### src/rtl/rbm_gibbs_scheduler.sv
// rbm_gibbs_scheduler
//   Drives one hidden-layer and one visible-layer RBMLayer datapath through
//   gibbs_steps Gibbs step pairs (v->h->v...). Each phase pulses the layer
//   reset for one cycle, then holds the layer's data_valid until it reports
//   finish, at which point the sampled vector is captured. Hidden samples feed
//   the visible layer and vice versa. Final samples are presented with a
//   one-cycle done pulse.
//
// Ports
//   clock, reset          rising-edge clock; asynchronous active-high reset
//   start                 run request, honoured only in IDLE
//   vis_in                initial visible vector, captured on accepted start
//   busy / done           run in progress / one-cycle results-valid pulse
//   vis_out / hid_out     last visible / hidden sample, held until next done
//   h_reset/h_valid/h_finish/h_in/h_data   hidden-layer handshake and data
//   v_reset/v_valid/v_finish/v_in/v_data   visible-layer handshake and data
//   rand_reset            shared random generator reseed strobe (first run after reset)
//   error                 watchdog abort flag
//
// Optional feature: define RBM_SCHED_TIMEOUT_EN to enable a per-phase
// watchdog of timeout_cycles; without it error is tied low and RUN phases
// wait indefinitely.
module rbm_gibbs_scheduler #(
  parameter int bitlength      = 12,
  parameter int visible_dim    = 15,
  parameter int hidden_dim     = 5,
  parameter int gibbs_steps    = 1,
  parameter int timeout_cycles = 64
) (
  input  logic                             clock,
  input  logic                             reset,
  input  logic                             start,
  input  logic [visible_dim*bitlength-1:0] vis_in,
  output logic                             busy,
  output logic                             done,
  output logic [visible_dim*bitlength-1:0] vis_out,
  output logic [hidden_dim*bitlength-1:0]  hid_out,
  output logic                             h_reset,
  output logic                             h_valid,
  input  logic                             h_finish,
  output logic [visible_dim*bitlength-1:0] h_in,
  input  logic [hidden_dim*bitlength-1:0]  h_data,
  output logic                             v_reset,
  output logic                             v_valid,
  input  logic                             v_finish,
  output logic [hidden_dim*bitlength-1:0]  v_in,
  input  logic [visible_dim*bitlength-1:0] v_data,
  output logic                             rand_reset,
  output logic                             error
);

  localparam int VW = visible_dim * bitlength;
  localparam int HW = hidden_dim * bitlength;
  localparam int SW = (gibbs_steps > 0) ? $clog2(gibbs_steps + 1) : 1;
  localparam logic [SW-1:0] STEP_LAST = gibbs_steps[SW-1:0];

  // A zero watchdog limit would abort every phase on its first RUN cycle.
  if (timeout_cycles < 1) begin : g_bad_timeout
    $error("rbm_gibbs_scheduler: timeout_cycles must be at least 1");
  end

  typedef enum logic [2:0] {
    S_IDLE  = 3'd0,
    S_H_RST = 3'd1,
    S_H_RUN = 3'd2,
    S_V_RST = 3'd3,
    S_V_RUN = 3'd4,
    S_DONE  = 3'd5
  } state_t;

  state_t          state_r, state_nx_s;
  logic [SW-1:0]   step_r;
  logic            seeded_r;
  logic [VW-1:0]   vis_reg_r, vis_out_r;
  logic [HW-1:0]   hid_reg_r, hid_out_r;
  logic            busy_r, done_r, h_reset_r, v_reset_r, h_valid_r, v_valid_r, rand_reset_r;
  logic            accept_s, h_cap_s, v_cap_s;

`ifdef RBM_SCHED_TIMEOUT_EN
  localparam int TW       = $clog2(timeout_cycles + 1);
  localparam int TMO_LAST = timeout_cycles - 1;
  logic [TW-1:0]   tmo_r;
  logic            tmo_hit_s, abort_s, error_r;
  assign tmo_hit_s = (tmo_r == TMO_LAST[TW-1:0]);
`endif

  // Next-state decode; finish inputs only matter in their own RUN state.
  always_comb begin
    state_nx_s = state_r;
    accept_s   = 1'b0;
    h_cap_s    = 1'b0;
    v_cap_s    = 1'b0;
`ifdef RBM_SCHED_TIMEOUT_EN
    abort_s    = 1'b0;
`endif
    case (state_r)
      S_IDLE: begin
        if (start) begin
          accept_s   = 1'b1;
          state_nx_s = S_H_RST;
        end else begin
          state_nx_s = S_IDLE;
        end
      end
      S_H_RST: state_nx_s = S_H_RUN;
      S_H_RUN: begin
        if (h_finish) begin
          h_cap_s    = 1'b1;
          state_nx_s = (step_r == STEP_LAST) ? S_DONE : S_V_RST;
        end
`ifdef RBM_SCHED_TIMEOUT_EN
        else if (tmo_hit_s) begin
          abort_s    = 1'b1;
          state_nx_s = S_IDLE;
        end
`endif
        else begin
          state_nx_s = S_H_RUN;
        end
      end
      S_V_RST: state_nx_s = S_V_RUN;
      S_V_RUN: begin
        if (v_finish) begin
          v_cap_s    = 1'b1;
          state_nx_s = S_H_RST;
        end
`ifdef RBM_SCHED_TIMEOUT_EN
        else if (tmo_hit_s) begin
          abort_s    = 1'b1;
          state_nx_s = S_IDLE;
        end
`endif
        else begin
          state_nx_s = S_V_RUN;
        end
      end
      S_DONE:  state_nx_s = S_IDLE;
      default: state_nx_s = S_IDLE;
    endcase
  end

  // State register and control strobes, registered from the next state so
  // each strobe is high exactly while the FSM sits in the matching state.
  always_ff @(posedge clock or posedge reset) begin
    if (reset) begin
      state_r      <= S_IDLE;
      busy_r       <= 1'b0;
      done_r       <= 1'b0;
      h_reset_r    <= 1'b1;
      v_reset_r    <= 1'b1;
      h_valid_r    <= 1'b0;
      v_valid_r    <= 1'b0;
      rand_reset_r <= 1'b1;
      seeded_r     <= 1'b0;
    end else begin
      state_r      <= state_nx_s;
      busy_r       <= (state_nx_s != S_IDLE);
      done_r       <= (state_nx_s == S_DONE);
      h_reset_r    <= (state_nx_s == S_H_RST);
      v_reset_r    <= (state_nx_s == S_V_RST);
      h_valid_r    <= (state_nx_s == S_H_RUN);
      v_valid_r    <= (state_nx_s == S_V_RUN);
      // The generator is reseeded once, on the first hidden phase after reset.
      rand_reset_r <= (state_nx_s == S_H_RST) && !seeded_r;
      if (state_nx_s == S_H_RST) begin
        seeded_r <= 1'b1;
      end
    end
  end

  // Sample registers, step counter and result outputs.
  always_ff @(posedge clock or posedge reset) begin
    if (reset) begin
      vis_reg_r <= {VW{1'b0}};
      hid_reg_r <= {HW{1'b0}};
      vis_out_r <= {VW{1'b0}};
      hid_out_r <= {HW{1'b0}};
      step_r    <= {SW{1'b0}};
    end else begin
      if (accept_s) begin
        vis_reg_r <= vis_in;
        step_r    <= {SW{1'b0}};
      end else if (v_cap_s) begin
        vis_reg_r <= v_data;
        step_r    <= step_r + SW'(1);
      end
      if (h_cap_s) begin
        hid_reg_r <= h_data;
      end
      // Results are published on the final capture edge so they are valid
      // in the same cycle as done.
      if (h_cap_s && (state_nx_s == S_DONE)) begin
        vis_out_r <= vis_reg_r;
        hid_out_r <= h_data;
      end
    end
  end

`ifdef RBM_SCHED_TIMEOUT_EN
  // Watchdog: counts RUN cycles; RST always precedes RUN so it starts at 0.
  always_ff @(posedge clock or posedge reset) begin
    if (reset) begin
      tmo_r   <= {TW{1'b0}};
      error_r <= 1'b0;
    end else begin
      if ((state_r == S_H_RUN) || (state_r == S_V_RUN)) begin
        tmo_r <= tmo_r + TW'(1);
      end else begin
        tmo_r <= {TW{1'b0}};
      end
      if (accept_s) begin
        error_r <= 1'b0;
      end else if (abort_s) begin
        error_r <= 1'b1;
      end
    end
  end
  assign error = error_r;
`else
  assign error = 1'b0;
`endif

  assign busy       = busy_r;
  assign done       = done_r;
  assign vis_out    = vis_out_r;
  assign hid_out    = hid_out_r;
  assign h_reset    = h_reset_r;
  assign h_valid    = h_valid_r;
  assign h_in       = vis_reg_r;
  assign v_reset    = v_reset_r;
  assign v_valid    = v_valid_r;
  assign v_in       = hid_reg_r;
  assign rand_reset = rand_reset_r;

endmodule

### config.mk
export PLATFORM = sky130hd
export DESIGN_NAME = rbm_gibbs_scheduler
export DESIGN_NICKNAME = d
export VERILOG_FILES = /design/src/rtl/rbm_gibbs_scheduler.sv
export SDC_FILE = /design/constraint.sdc
export NUM_CORES = 1
export LEC_CHECK = 0
export CORE_AREA = 2 2 357 359
export DETAILED_ROUTE_END_ITERATION = 6
export DIE_AREA = 0 0 359 361
export PLACE_DENSITY = 0.46
export SYNTH_ARGS = -nofsm -noshare
export SYNTH_HDL_FRONTEND = slang
export SYNTH_SLANG_ARGS = --single-unit
### constraint.sdc
create_clock -name clock -period 42.5 [get_ports clock]
set_clock_uncertainty 0.15 [all_clocks]
set_input_delay 6.375 -clock clock [delete_from_list [all_inputs] [get_ports clock]]
set_output_delay 6.375 -clock clock [all_outputs]
set_load 0.1 [all_outputs]
Fig. 1: metal layers overlaid
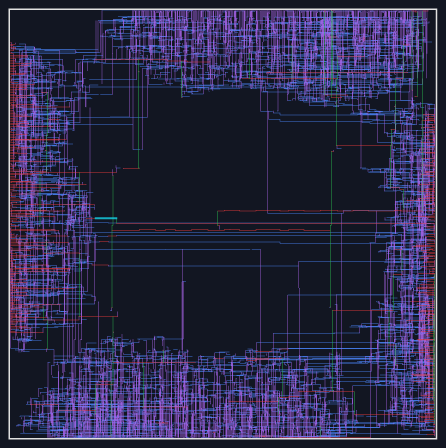
Green stands for met4, wire length 2,010 µm. Cyan stands for met5, wire length 17.5 µm. Blue stands for met1, wire length 35.9 mm. Red stands for met3, wire length 5,580 µm. Purple stands for met2, wire length 43.0 mm.

Fig. 2: clock nets
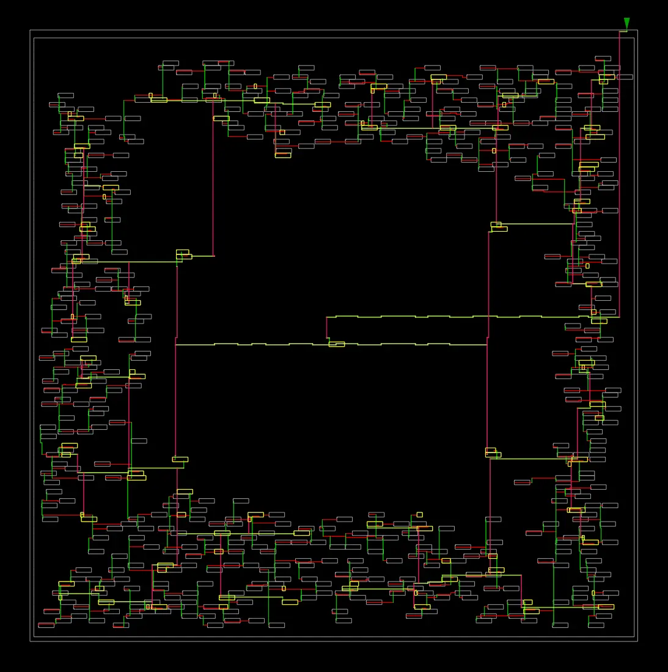
Insertion Delay late pin: 0.64 ns
flop count: 492

==> flow_metrics.tcl <==
# place-and-route summary
set metrics [dict create \
    status "completed" \
    reg2reg_from "state_r[2]" \
    dp.cells 3770 \
    dieWidth_um 359 \
    route.met2.wl_um 43000 \
    use_met2_pct 22.1 \
    grt_util_all_layers_pct 12.9 \
    period_used_pct 23.7 \
    cts_tree "built" \
    crit_type "input pin to asynchronous set/reset pin" \
    rsz0062_at_grt "no" \
    most-common-layout-cells "clkdlybuf4s50_1 (904), dfrtp_1 (489), mux2_2 (241)" \
    chipArea_mm2 0.130 \
    grtUsageMet1_pct 15.7 \
    pin_count 913 \
    cp_max_fo 119 \
    critPathCaptureType "asynchronous set/reset pin" \
    dr.max_layer_used "met5" \
    crit_path_end "h_in[101]" \
    maxCapViolations 0 \
    ff_type "dfrtp_1" \
    drive_gt1_share_pct 19.6 \
    dr.first_iter.drc_count 521 \
    final_nets 2606 \
    synthArstFlopShare_pct 100 \
    timing.final.ws_setup_ns 32.44 \
    grt_first_pass_wirelength_um 123000 \
    min_path_cells 1 \
    max_freq_mhz 99.4 \
    fillers 13200 \
    pre_cts_slack_ns 31.48 \
    grt_pass1_vias 15900 \
]
Fig. 3: I/O pins on the die edge
Pins as bars across the die edge, other pins in gray.
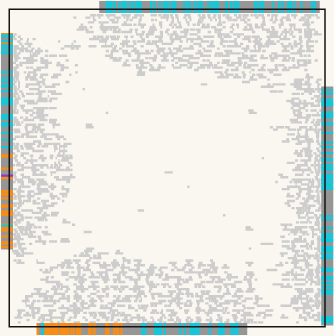
Orange stands for `h_data`, pins 60, direction input, edge 37 bottom, 23 left. Cyan stands for `vis_in`, pins 180, direction input, edge 65 top, 57 right, 32 bottom, 26 left. Purple stands for `reset`, pins 1, direction input, edge left.

Fig. 4: register map, names as in the netlist
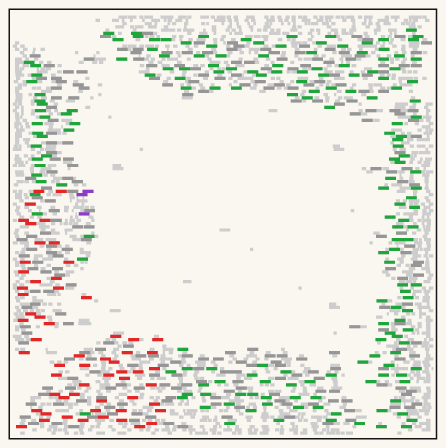
Green stands for `h_in`, sequential cells 180, where widely spread. Red stands for `v_in`, sequential cells 60, where lower left. Purple stands for `state_r`, sequential cells 3.
Another 249 sequential cells are not colored.
flop share of the area: 38.2%
post-layout util: 25.7%
register area: 0.0123 mm²

-- kinds of logic after synthesis --
group	count (synthesis)	share of synthesized area, %
AND-OR/OR-AND	371	14.2
buffers and inverters	117	2.97
flip-flops	492	63.5
multiplexers	301	18.6
other	1	0.0193
AND/OR/NAND/NOR	21	0.664
-- worst register-to-register path, stage by stage, from the launching register on --
cell      delay, ns
dfrtp_1        0.53
and4bb_4       0.37
buf_4          0.70
nand2_4        0.46
inv_8          0.58
buf_4          0.85
mux2_2         0.50
-- cell type report --
type,count,area share (%)
multi-input cells,694,20.3
inverters,4,0.0932
clock inverters,21,0.715
repair buffers,930,28.8
well taps,1650,6.41
diodes,4,0.0311
flip-flops and latches,492,38.2
clock buffers,88,5.45
